$ cat src/rtl/alm_mac_digit_serial_pkg.sv
// alm_mac_pkg: shared FSM state type and clamped adder for the digit-serial MAC.
// sat_add works on a 64-bit carrier; w is the real accumulator width (<= 63).
package alm_mac_pkg;

  typedef enum logic [1:0] {
    IDLE = 2'd0,
    MUL  = 2'd1,
    ACC  = 2'd2
  } mac_state_t;

  localparam int SAT_W = 64;

  typedef logic signed [SAT_W-1:0] wide_t;

  // Operands arrive sign-extended from w bits, so the 64-bit sum is exact.
  function automatic wide_t sat_add(
    input wide_t x,
    input wide_t y,
    input int    w,
    input bit    sat
  );
    wide_t sum;
    wide_t hi;
    wide_t lo;
    wide_t wrap;
    sum  = x + y;
    hi   = (wide_t'(1) <<< (w - 1)) - wide_t'(1);
    lo   = -hi - wide_t'(1);
    wrap = (sum <<< (SAT_W - w)) >>> (SAT_W - w);
    if (!sat)
      return wrap;
    if (sum > hi)
      return hi;
    if (sum < lo)
      return lo;
    return sum;
  endfunction

endpackage

$ cat src/rtl/alm_mac_digit_serial_if.sv
// Operand/result bundle of the digit-serial MAC.
// master: operand source (in_valid,a,b,acc_en,clear); slave: the MAC (in_ready,busy,out_valid,result).
interface alm_mac_digit_serial_if #(
  parameter int A_WIDTH   = 8,
  parameter int B_WIDTH   = 8,
  parameter int ACC_WIDTH = 24
);

  logic                        in_valid;
  logic                        in_ready;
  logic signed [A_WIDTH-1:0]   a;
  logic signed [B_WIDTH-1:0]   b;
  logic                        acc_en;
  logic                        clear;
  logic                        busy;
  logic                        out_valid;
  logic signed [ACC_WIDTH-1:0] result;

  modport master (
    output in_valid, a, b, acc_en, clear,
    input  in_ready, busy, out_valid, result
  );

  modport slave (
    input  in_valid, a, b, acc_en, clear,
    output in_ready, busy, out_valid, result
  );

endinterface

$ cat src/rtl/alm_mac_digit_serial_pp.sv
// alm_digit_pp: signed a times one 2-bit digit of b.
// Ports: a (multiplicand), digit, top (1: digit is signed -2..1), pp (exact product).
module alm_digit_pp #(
  parameter int A_WIDTH = 8
) (
  input  logic signed [A_WIDTH-1:0] a,
  input  logic        [1:0]         digit,
  input  logic                      top,
  output logic signed [A_WIDTH+1:0] pp
);

  localparam int PPW = A_WIDTH + 2;

  logic signed [PPW-1:0] a1;
  logic signed [PPW-1:0] a2;

  assign a1 = PPW'(a);
  assign a2 = a1 <<< 1;

  always_comb begin
    pp = '0;
    unique case (1'b1)
      digit == 2'b00:         pp = '0;
      digit == 2'b01:         pp = a1;
      digit == 2'b10 && !top: pp = a2;
      digit == 2'b10 &&  top: pp = -a2;
      digit == 2'b11 && !top: pp = a1 + a2;
      digit == 2'b11 &&  top: pp = -a1;
      default:                pp = '0;
    endcase
  end

endmodule

$ cat src/rtl/alm_mac_digit_serial.sv
// alm_mac_digit_serial: signed MAC iterating b two bits per cycle.
// Ports: clk, reset_n (async, active-low), bus (slave side of the MAC bundle).
module alm_mac_digit_serial #(
  parameter int A_WIDTH   = 8,
  parameter int B_WIDTH   = 8,
  parameter int ACC_WIDTH = 24,
  parameter int SATURATE  = 1
) (
  input logic                  clk,
  input logic                  reset_n,
  alm_mac_digit_serial_if.slave bus
);

  import alm_mac_pkg::*;

  localparam int NDIG  = B_WIDTH / 2;
  localparam int PW    = A_WIDTH + B_WIDTH;
  localparam int CNT_W = (NDIG > 1) ? $clog2(NDIG) : 1;

  mac_state_t state_q;
  mac_state_t state_d;

  logic signed [A_WIDTH-1:0]   a_q;
  logic        [B_WIDTH-1:0]   b_q;
  logic                        acc_en_q;
  logic signed [PW-1:0]        product_q;
  logic        [CNT_W-1:0]     count_q;
  logic signed [ACC_WIDTH-1:0] result_q;
  logic                        out_valid_q;

  logic                        in_ready;
  logic                        busy;
  logic                        accept;
  logic                        last_dig;
  logic        [1:0]           digit;
  logic signed [A_WIDTH+1:0]   pp;
  logic signed [PW-1:0]        pp_sh;
  wide_t                       sum_w;
  logic signed [ACC_WIDTH-1:0] acc_val;

  assign last_dig = (count_q == CNT_W'(NDIG - 1));

  always_comb begin
    state_d  = state_q;
    in_ready = 1'b0;
    busy     = 1'b1;
    unique case (state_q)
      IDLE: begin
        in_ready = 1'b1;
        busy     = 1'b0;
        if (bus.in_valid)
          state_d = MUL;
      end
      MUL: begin
        if (last_dig)
          state_d = ACC;
      end
      ACC: state_d = IDLE;
      default: state_d = IDLE;
    endcase
  end

  assign accept = in_ready & bus.in_valid;

  assign digit = 2'(b_q >> (2 * count_q));

  alm_digit_pp #(
    .A_WIDTH(A_WIDTH)
  ) u_pp (
    .a    (a_q),
    .digit(digit),
    .top  (last_dig),
    .pp   (pp)
  );

  assign pp_sh = PW'(pp) <<< (2 * count_q);

  assign sum_w = sat_add(wide_t'(result_q), wide_t'(product_q),
                         ACC_WIDTH, SATURATE != 0);

  // A clear coinciding with the write overrides accumulation.
  assign acc_val = (acc_en_q && !bus.clear) ? ACC_WIDTH'(sum_w)
                                            : ACC_WIDTH'(product_q);

  always_ff @(posedge clk or negedge reset_n) begin
    if (!reset_n) begin
      state_q     <= IDLE;
      out_valid_q <= 1'b0;
    end else begin
      state_q     <= state_d;
      out_valid_q <= (state_q == ACC);
    end
  end

  always_ff @(posedge clk or negedge reset_n) begin
    if (!reset_n) begin
      a_q       <= '0;
      b_q       <= '0;
      acc_en_q  <= 1'b0;
      product_q <= '0;
      count_q   <= '0;
      result_q  <= '0;
    end else begin
      if (accept) begin
        a_q       <= bus.a;
        b_q       <= bus.b;
        acc_en_q  <= bus.acc_en;
        product_q <= '0;
        count_q   <= '0;
      end
      if (state_q == MUL) begin
        product_q <= product_q + pp_sh;
        count_q   <= count_q + CNT_W'(1);
      end
      if (state_q == ACC)
        result_q <= acc_val;
      else if (bus.clear)
        result_q <= '0;
    end
  end

  assign bus.in_ready  = in_ready;
  assign bus.busy      = busy;
  assign bus.out_valid = out_valid_q;
  assign bus.result    = result_q;

endmodule

$ cat src/flat_wrapper.sv
// flat-port wrapper written by rule: the top's interface ports become plain ports
module alm_mac_digit_serial_flat import alm_mac_pkg::*;
#(
  parameter int A_WIDTH   = 8,
  parameter int B_WIDTH   = 8,
  parameter int ACC_WIDTH = 24,
  parameter int SATURATE  = 1
)
  (clk, reset_n, bus_in_valid, bus_a, bus_b, bus_acc_en, bus_clear, bus_in_ready, bus_busy, bus_out_valid, bus_result);
  alm_mac_digit_serial_if #(.A_WIDTH(A_WIDTH), .B_WIDTH(B_WIDTH), .ACC_WIDTH(ACC_WIDTH)) bus_i ();
  input logic clk;
  input logic reset_n;
  input wire logic [$bits(bus_i.in_valid)-1:0] bus_in_valid;
  input wire logic [$bits(bus_i.a)-1:0] bus_a;
  input wire logic [$bits(bus_i.b)-1:0] bus_b;
  input wire logic [$bits(bus_i.acc_en)-1:0] bus_acc_en;
  input wire logic [$bits(bus_i.clear)-1:0] bus_clear;
  output wire logic [$bits(bus_i.in_ready)-1:0] bus_in_ready;
  output wire logic [$bits(bus_i.busy)-1:0] bus_busy;
  output wire logic [$bits(bus_i.out_valid)-1:0] bus_out_valid;
  output wire logic [$bits(bus_i.result)-1:0] bus_result;
  assign bus_i.in_valid = bus_in_valid;
  assign bus_i.a = bus_a;
  assign bus_i.b = bus_b;
  assign bus_i.acc_en = bus_acc_en;
  assign bus_i.clear = bus_clear;
  assign bus_in_ready = bus_i.in_ready;
  assign bus_busy = bus_i.busy;
  assign bus_out_valid = bus_i.out_valid;
  assign bus_result = bus_i.result;
  alm_mac_digit_serial #(.A_WIDTH(A_WIDTH), .B_WIDTH(B_WIDTH), .ACC_WIDTH(ACC_WIDTH), .SATURATE(SATURATE)) u_core (.clk(clk), .reset_n(reset_n), .bus(bus_i));
endmodule
$ cat config.mk
export PLATFORM = sky130hd
export DESIGN_NAME = alm_mac_digit_serial_flat
export DESIGN_NICKNAME = d
export VERILOG_FILES = /design/src/rtl/alm_mac_digit_serial_pkg.sv /design/src/rtl/alm_mac_digit_serial_if.sv /design/src/rtl/alm_mac_digit_serial_pp.sv /design/src/rtl/alm_mac_digit_serial.sv /design/src/flat_wrapper.sv
export SDC_FILE = /design/constraint.sdc
export NUM_CORES = 1
export LEC_CHECK = 0
export CAP_MARGIN = 20
export CELL_PAD_IN_SITES_DETAIL_PLACEMENT = 1
export CELL_PAD_IN_SITES_GLOBAL_PLACEMENT = 1
export CORE_MARGIN = 2
export CORE_UTILIZATION = 45
export DETAILED_ROUTE_END_ITERATION = 8
export PLACE_DENSITY = 0.89
export SLEW_MARGIN = 40
export SYNTH_ARGS = -nofsm -noshare
export SYNTH_HDL_FRONTEND = slang
export SYNTH_HIERARCHICAL = 1
export SYNTH_SLANG_ARGS = --single-unit
$ cat constraint.sdc
create_clock -name clk -period 6.3 [get_ports clk]
set_clock_uncertainty 0.2 [all_clocks]
set_input_delay 0.63 -clock clk [delete_from_list [all_inputs] [get_ports clk]]
set_output_delay 0.63 -clock clk [all_outputs]
set_load 0.05 [all_outputs]
==> GITHUB_STEP_SUMMARY <==
### Metrics collected by this job

| Metric | Value |
|---|---|
| Outcome | `completed` |
| Routability cong. | `approximately 0.92` |
| Root Driver | `clkbuf_16` |
| TritonCTS Buffers | `9` |
| Row cnt | `40` |
| Most common cell in the netlist | `nand2_1` |
| Routed WL | `roughly 16000 µm` |
| N_taps | `roughly 170` |
| Clock slew at reported path FFs | `60 ps` |
| Basic Gates by Area | `0.168` |
| Final #Nets | `753` |
| R2r startpoint | `u_core/count_q[1]` |
| Top cell excl fill/tap | `nand2_1` |
| Max cap viols | `0` |
| Nonclk buf count | `51` |
| Hold Crit Class | `input port to asynchronous set/reset pin` |
| CP max FO | `24` |
| Antenna violations before repair | `0` |
| TritonCTS clock tree | `built` |
| Post-synth top cells | `nand2_1, dfrtp_1, ha_1, a21oi_1, o21ai_0` |
| Met3 WL post-DR | `a little over 600 µm` |
| Post-layout min period | `5430 ps` |
| Vias in the first global route | `5334` |
| Overflow after GRT | `0` |
| Crit path buf inv count | `0` |
| Critical Path Start | `u_core/count_q[1]` |
| Yosys top cell by area | `dfrtp_1` |
| Layout clock area frac | `0.0487` |
| H-tree depth | `3` |
| Seq/total area | `0.239` |
| Inverter count | `24` |
| CORE AREA | `0.0121 mm²` |
| CTS Hold Bufs | `0` |
| Final hold viol count | `0` |
| Crit path DAT | `about 5500 ps` |
| Yosys chip area | `about 0.0056 mm²` |
| Synth Area in XOR/XNOR | `0.0613` |
| Post-route DRC | `0` |
| Critical path destination | `u_core/product_q[15]` |
| Largest class | `combinational gates` |
| Post-synthesis cell area | `0.00558 mm²` |
| Fin cells | `848` |
| Area occupied by registers | `0.00155 mm²` |
| Comb area share | `0.589` |
| Fraction of synthesized area in multiplexers | `0.0723` |
| I/O pin cnt | `48` |
| Post-CTS Resized | `0` |
| Clkbuf count | `12` |
| Setup bufs post-CTS | `0` |
| Fin util | `0.538` |
| Reg2reg setup slack | `870 ps` |
| Met2 Usage GRT | `0.448` |
| Post-synth area hogs | `dfrtp_1, ha_1, nand2_1` |
| Worst-margin pin slew | `just over 800 ps` |
| Final Max Slew Viols | `0` |
| Routing usage on met3 | `0.0496` |
| First DRT Iteration DRCs | `285` |
| Non-clock buffer share | `0.0769` |
| MI comb cells | `between 500 and 600` |
| RSZ-0062 raised after global routing | `false` |
| Register area share after synthesis | `0.278` |
| Pin count of the biggest net entering global routing | `63` |
| Post-route ant nets | `0` |
| Global-route wire length before repair | `about 26000 µm` |
| Crit Path Class | `flop to flop` |
| GRT Max-Usage Layer | `met2` |
| Fraction of layout cells with a size suffix above 1 | `0.101` |
| Slowest stage cell, crit path | `dfrtp_1` |
| Max Fclk | `184 MHz` |
| TNS Setup | `0 ps` |
| Post-place instance area | `0.00617 mm²` |
| Most numerous logic cells after layout | `nand2_1, dfrtp_1, ha_1` |
| Met2 Wirelength | `roughly 8000 µm` |
registers.png
Drawn at 4 px/µm. Other sequential cells in the stronger gray, the rest of the logic in the fainter gray.
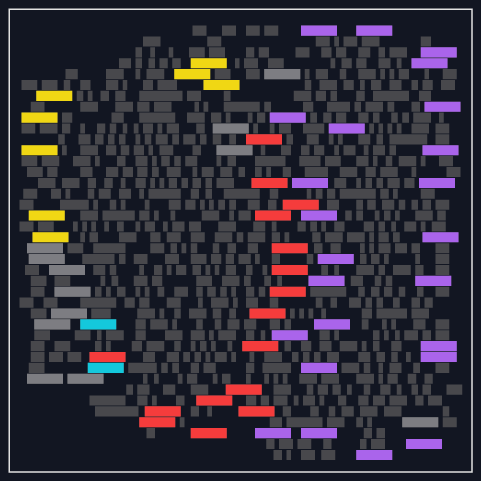
`u_core/count_q` -> cyan  # sequential cells 2
`u_core/product_q` -> red  # sequential cells 16
`u_core/bus.result` -> purple  # sequential cells 24
`u_core/a_q` -> yellow  # sequential cells 8
not colored = 12

met2.png
Drawn at 2 px/µm.
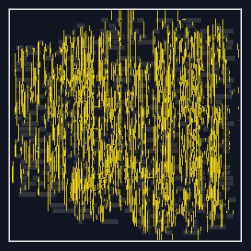
nets with wire on the layer = 684
share of all routed wire = 51%

final_congestion.png
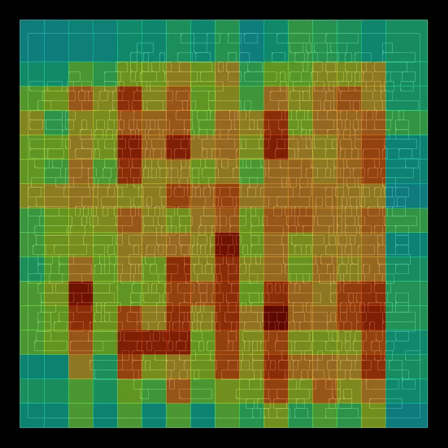
GRT met1 Usage: 0.298
WL/cell: 18.8 µm
overall global routing resource usage: 0.251

gate_families.png
Drawn at 4 px/µm.
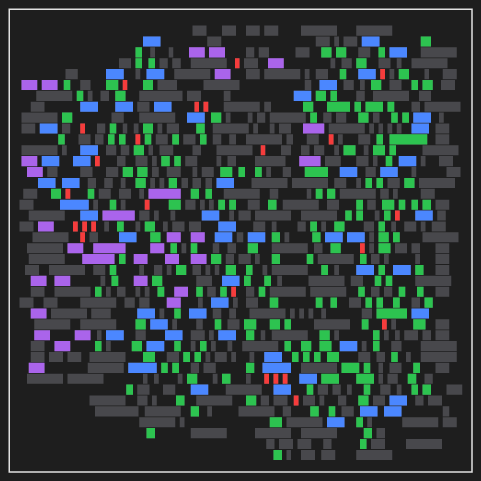
adder and majority cells -> blue  # cells 57, where spread over the die
inverters -> red  # cells 24, where spread over the die
multiplexers -> purple  # cells 32
inverting AOI/OAI gates -> green  # cells 183

